Fig. 1: sizing map
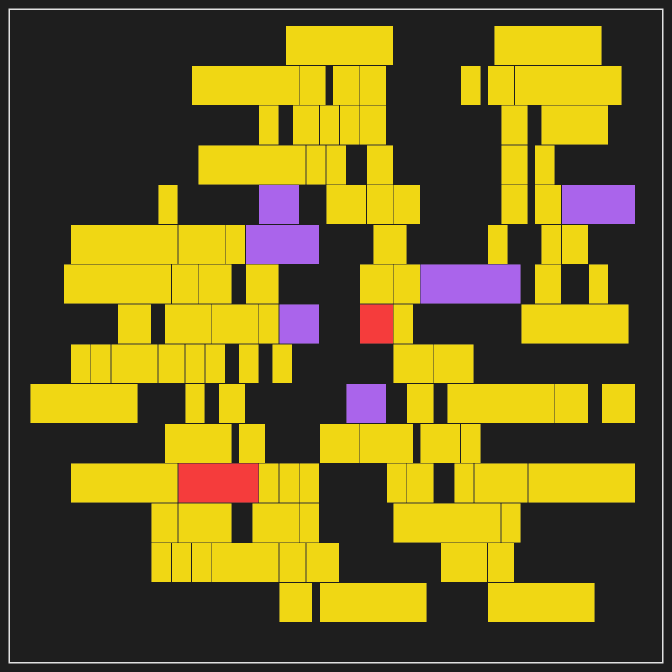
Fig. 2: cell outlines without signal wires
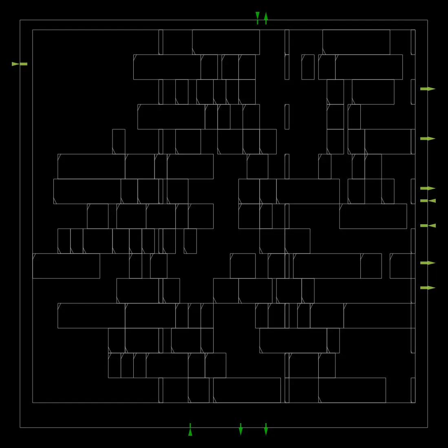
### src/rtl/lock_pkg.sv
// Shared types and helpers for the serial-entry digital lock.
package lock_pkg;

    typedef enum logic [1:0] {
        ST_COLLECT  = 2'd0,
        ST_UNLOCKED = 2'd1,
        ST_LOCKOUT  = 2'd2
    } state_t;

    function automatic int clog2(input int v);
        int r;
        int p;
        r = 0;
        p = 1;
        while (p < v) begin
            p = p * 2;
            r = r + 1;
        end
        return r;
    endfunction

endpackage

### src/rtl/lock_timer.sv
// Loadable down-counter shared by the unlocked and lockout phases.
module lock_timer #(
    parameter int W = 4
) (
    input  logic         clk,
    input  logic         rst,
    input  logic         load,
    input  logic [W-1:0] load_val,
    input  logic         tick,
    output logic         done
);

    logic [W-1:0] cnt;

    always_ff @(posedge clk) begin
        if (rst)
            cnt <= '0;
        else if (load)
            cnt <= load_val;
        else if (tick && cnt != '0)
            cnt <= cnt - W'(1);
    end

    // High in the final cycle of a loaded interval, so the phase ends on this edge.
    assign done = (cnt <= W'(1));

endmodule

### src/rtl/param_digital_lock.sv
// Serial-entry digital lock with prefix hint, fail counting, lockout and auto-relock.
module param_digital_lock
    import lock_pkg::*;
#(
    parameter int                  CODE_LEN       = 4,
    parameter logic [CODE_LEN-1:0] CODE           = 4'b1011,
    parameter int                  MAX_FAILS      = 3,
    parameter int                  LOCKOUT_CYCLES = 16,
    parameter int                  UNLOCK_CYCLES  = 8
) (
    input  logic                            clk,
    input  logic                            rst,
    input  logic                            x_valid,
    input  logic                            x,
    input  logic                            lock_req,
    output logic                            unlocked,
    output logic                            closer,
    output logic                            locked_out,
    output logic [clog2(MAX_FAILS+1)-1:0]   fail_cnt,
    output logic [clog2(CODE_LEN+1)-1:0]    progress
);

    localparam int FW   = clog2(MAX_FAILS + 1);
    localparam int PW   = clog2(CODE_LEN + 1);
    localparam int TMAX = (LOCKOUT_CYCLES > UNLOCK_CYCLES) ?
                          LOCKOUT_CYCLES : UNLOCK_CYCLES;
    localparam int TW   = clog2(TMAX + 1);

    if (CODE_LEN < 1 || CODE_LEN > 16 || MAX_FAILS < 1 ||
        LOCKOUT_CYCLES < 1 || UNLOCK_CYCLES < 0) begin : g_bad_params
        $error("param_digital_lock: illegal parameter set");
    end

    state_t              state;
    logic [CODE_LEN-1:0] shreg;
    logic [CODE_LEN-1:0] shifted;
    logic                last;
    logic                match;
    logic                fail_last;
    logic                accept;
    logic                t_load;
    logic                t_tick;
    logic                t_done;
    logic [TW-1:0]       t_val;

    assign shifted   = (shreg << 1) | CODE_LEN'(x);
    assign last      = (progress == PW'(CODE_LEN - 1));
    assign match     = (shifted == CODE);
    assign fail_last = (int'(fail_cnt) + 1 >= MAX_FAILS);
    assign accept    = (state == ST_COLLECT) && x_valid && !lock_req && last;

    assign t_load = accept && (match || fail_last);
    assign t_val  = match ? TW'(UNLOCK_CYCLES) : TW'(LOCKOUT_CYCLES);
    assign t_tick = (state != ST_COLLECT);

    lock_timer #(
        .W(TW)
    ) u_timer (
        .clk      (clk),
        .rst      (rst),
        .load     (t_load),
        .load_val (t_val),
        .tick     (t_tick),
        .done     (t_done)
    );

    always_ff @(posedge clk) begin
        if (rst) begin
            state    <= ST_COLLECT;
            shreg    <= '0;
            progress <= '0;
            fail_cnt <= '0;
        end else begin
            unique case (state)
                ST_COLLECT: begin
                    if (lock_req) begin
                        shreg    <= '0;
                        progress <= '0;
                    end else if (x_valid) begin
                        shreg <= shifted;
                        if (last) begin
                            progress <= '0;
                            if (match) begin
                                state    <= ST_UNLOCKED;
                                fail_cnt <= '0;
                            end else if (fail_last) begin
                                state    <= ST_LOCKOUT;
                                fail_cnt <= FW'(MAX_FAILS);
                            end else begin
                                fail_cnt <= fail_cnt + FW'(1);
                            end
                        end else begin
                            progress <= progress + PW'(1);
                        end
                    end
                end
                ST_UNLOCKED: begin
                    if (lock_req || (UNLOCK_CYCLES != 0 && t_done))
                        state <= ST_COLLECT;
                end
                ST_LOCKOUT: begin
                    if (t_done) begin
                        state    <= ST_COLLECT;
                        fail_cnt <= '0;
                        progress <= '0;
                        shreg    <= '0;
                    end
                end
                default: state <= ST_COLLECT;
            endcase
        end
    end

    assign unlocked   = (state == ST_UNLOCKED);
    assign locked_out = (state == ST_LOCKOUT);

    // With a one-bit code there is no prefix to hint at.
    if (CODE_LEN == 1) begin : g_closer_none
        assign closer = 1'b0;
    end else begin : g_closer
        assign closer = (state == ST_COLLECT) && last &&
                        (shreg[CODE_LEN-2:0] == CODE[CODE_LEN-1:1]);
    end

endmodule

### config.mk
export PLATFORM = sky130hd
export DESIGN_NAME = param_digital_lock
export DESIGN_NICKNAME = d
export VERILOG_FILES = /design/src/rtl/lock_pkg.sv /design/src/rtl/lock_timer.sv /design/src/rtl/param_digital_lock.sv
export SDC_FILE = /design/constraint.sdc
export NUM_CORES = 1
export LEC_CHECK = 0
export CORE_MARGIN = 1
export CORE_UTILIZATION = 46
export DETAILED_ROUTE_END_ITERATION = 10
export DONT_BUFFER_PORTS = 1
export GPL_ROUTABILITY_DRIVEN = 1
export PLACE_DENSITY_LB_ADDON = 0.12
export SLEW_MARGIN = 0
export SYNTH_ARGS = -nofsm -noshare
export SYNTH_HDL_FRONTEND = slang
export SYNTH_HIERARCHICAL = 1
export SYNTH_SLANG_ARGS = --single-unit
### constraint.sdc
create_clock -name clk -period 4.9 [get_ports clk]
set_input_delay 0.49 -clock clk [delete_from_list [all_inputs] [get_ports clk]]
set_output_delay 0.49 -clock clk [all_outputs]
set_load 0.02 [all_outputs]
==> results_dict.tcl <==
# implementation run metrics
set metrics [dict create \
    netSwitchingPower_uw 44.1 \
    drc 0 \
    run_status "completed" \
    drt.antenna.violating_nets 0 \
    postSynthAreaPerCell_um2 7.95 \
    cts.path.max_buffers 2 \
    tritoncts.num_buffers 3 \
    chipHeight_um 44.6 \
    finalClockPeriodUsage 0.527 \
    cellPowerDensity_nw_per_um2 230 \
    largest_register "u_timer/cnt" \
    yosys_reg_bits 15 \
    ctsHoldBuffers 0 \
    detail_route.vias_per_cell 5.69 \
    internal_power_uw 159 \
    fp-utilization 0.489 \
    crit_path_max_incr_delay_ns 0.50 \
    ir_worst_vdd_mv 0.105 \
    ys_cells 105 \
    hold_slack_ns 0.277 \
    warning_count 27 \
    placed_cell_areas_um2 855 \
    tightest_slew_ns 0.732 \
    rsz0062_at_grt "no" \
    largestRegisters "u_timer/cnt: 5 flops, progress: 3 flops, shreg: 3 flops" \
    timing.hold.worst.start "rst" \
    slowest_stage "sky130_fd_sc_hd__or4b_4" \
    synth_cells 105 \
    drt_first_pass_iters 4 \
    cts_sinks 15 \
    synthDistinctLibCells 34 \
    final.setup.worst_slack_ns 2.32 \
    layout_top_cells "sky130_fd_sc_hd__dfxtp_1, sky130_fd_sc_hd__a21oi_1, sky130_fd_sc_hd__nand2_1, sky130_fd_sc_hd__nor2_1, sky130_fd_sc_hd__nor3_1" \
    leakage_nw 0.310 \
    vias 746 \
    startpoint_type "flop" \
    ys_seq_frac 0.360 \
    grt_pass1_wl_um 2820 \
    power_frac_clock 0.340 \
    worst_ep_arrival_time_ns 2.75 \
    routed_wirelength_um 1610 \
    regToRegSetupSlack_ns 2.32 \
    root_buffer "sky130_fd_sc_hd__clkbuf_4" \
    min-delay-path-class "in -> reg" \
    stdcell_area_um2 881 \
    clk_pin_slew_worst_paths_ns 0.09 \
    timing.final.crit_period_ns 2.58 \
    yosys.stat.chipArea_um2 835 \
    clock_tree.htree_level_count 1 \
    largest_register_ffs 5 \
    num_antenna_cells 0 \
    ys_dominant_reg_cell "sky130_fd_sc_hd__dfxtp_1" \
    crit_cells 7 \
    slew_violations 0 \
    synth.largest_area_cell "sky130_fd_sc_hd__dfxtp_1" \
    cts_post_setup_buffers_inserted 0 \
    number_of_warnings_reported_in_the_yosys_synthesis_log 6 \
    chipArea_um2 1990 \
    instances_no_fill 131 \
    edf_count 0 \
    cp-end-kind "flop" \
    tritoncts "done" \
    aggregate_global_routing_overflow 0 \
    grt_max_degree 22 \
    detailedPlace.worstSlack_ns 2.30 \
    setup.worst_path.end "u_timer/cnt[0]$_SDFFE_PP0P_" \
    fmax_mhz 387 \
    crit_chain "ha_1 > or4b_4 > nor3b_4 > o21a_1 > nor3_1 > and3_1 > or3_1" \
    timing.clock.skew_ns 0.00840 \
    sequential_group_share_of_total_power 0.619 \
    finalSetupViolations 0 \
    max-cap-violations 0 \
]
## Picture notes: Fig. 1
| colour | size | cells | share |
|---|---|---|---|
| yellow | drive 1 or less | 98 | 92% |
| purple | drive 3 to 4 | 6 | 5.7% |
| red | drive 2 | 2 | 1.9% |

## Picture notes: Fig. 2
tally of filler cells in the layout: 166
area of the core region: 1710 um^2
row count: 15
utilization after layout: 0.516

## layout make-up
| type | instances | area, um^2 | share of cell area |
|---|---|---|---|
| multi-input combinational | 79 | 493 | 0.560 |
| tap | 25 | 31.3 | 0.0355 |
| inverter | 8 | 30.0 | 0.0341 |
| sequential | 15 | 300 | 0.341 |
| clock buffer | 4 | 26.3 | 0.0298 |
## cell families (layout without fill, tap and decap cells)
logic type,Yosys count,in the layout,share of synthesized area
fa+ha+maj,3,3,0.0450
buf+inv,13,12,0.0585
other cells,1,3,0.00449
simple gates,49,49,0.322
compound gates,24,24,0.210
flops,15,15,0.360
## metal layers
layer  wire (um)  part of all wire  track usage  up-vias
li1            -                 -            -      380
met1         759              0.47        0.244      343
met2         739              0.46        0.303       19
met3          88             0.055       0.0490        4
met4          25             0.016       0.0727        0
met5           0                 0            0        -
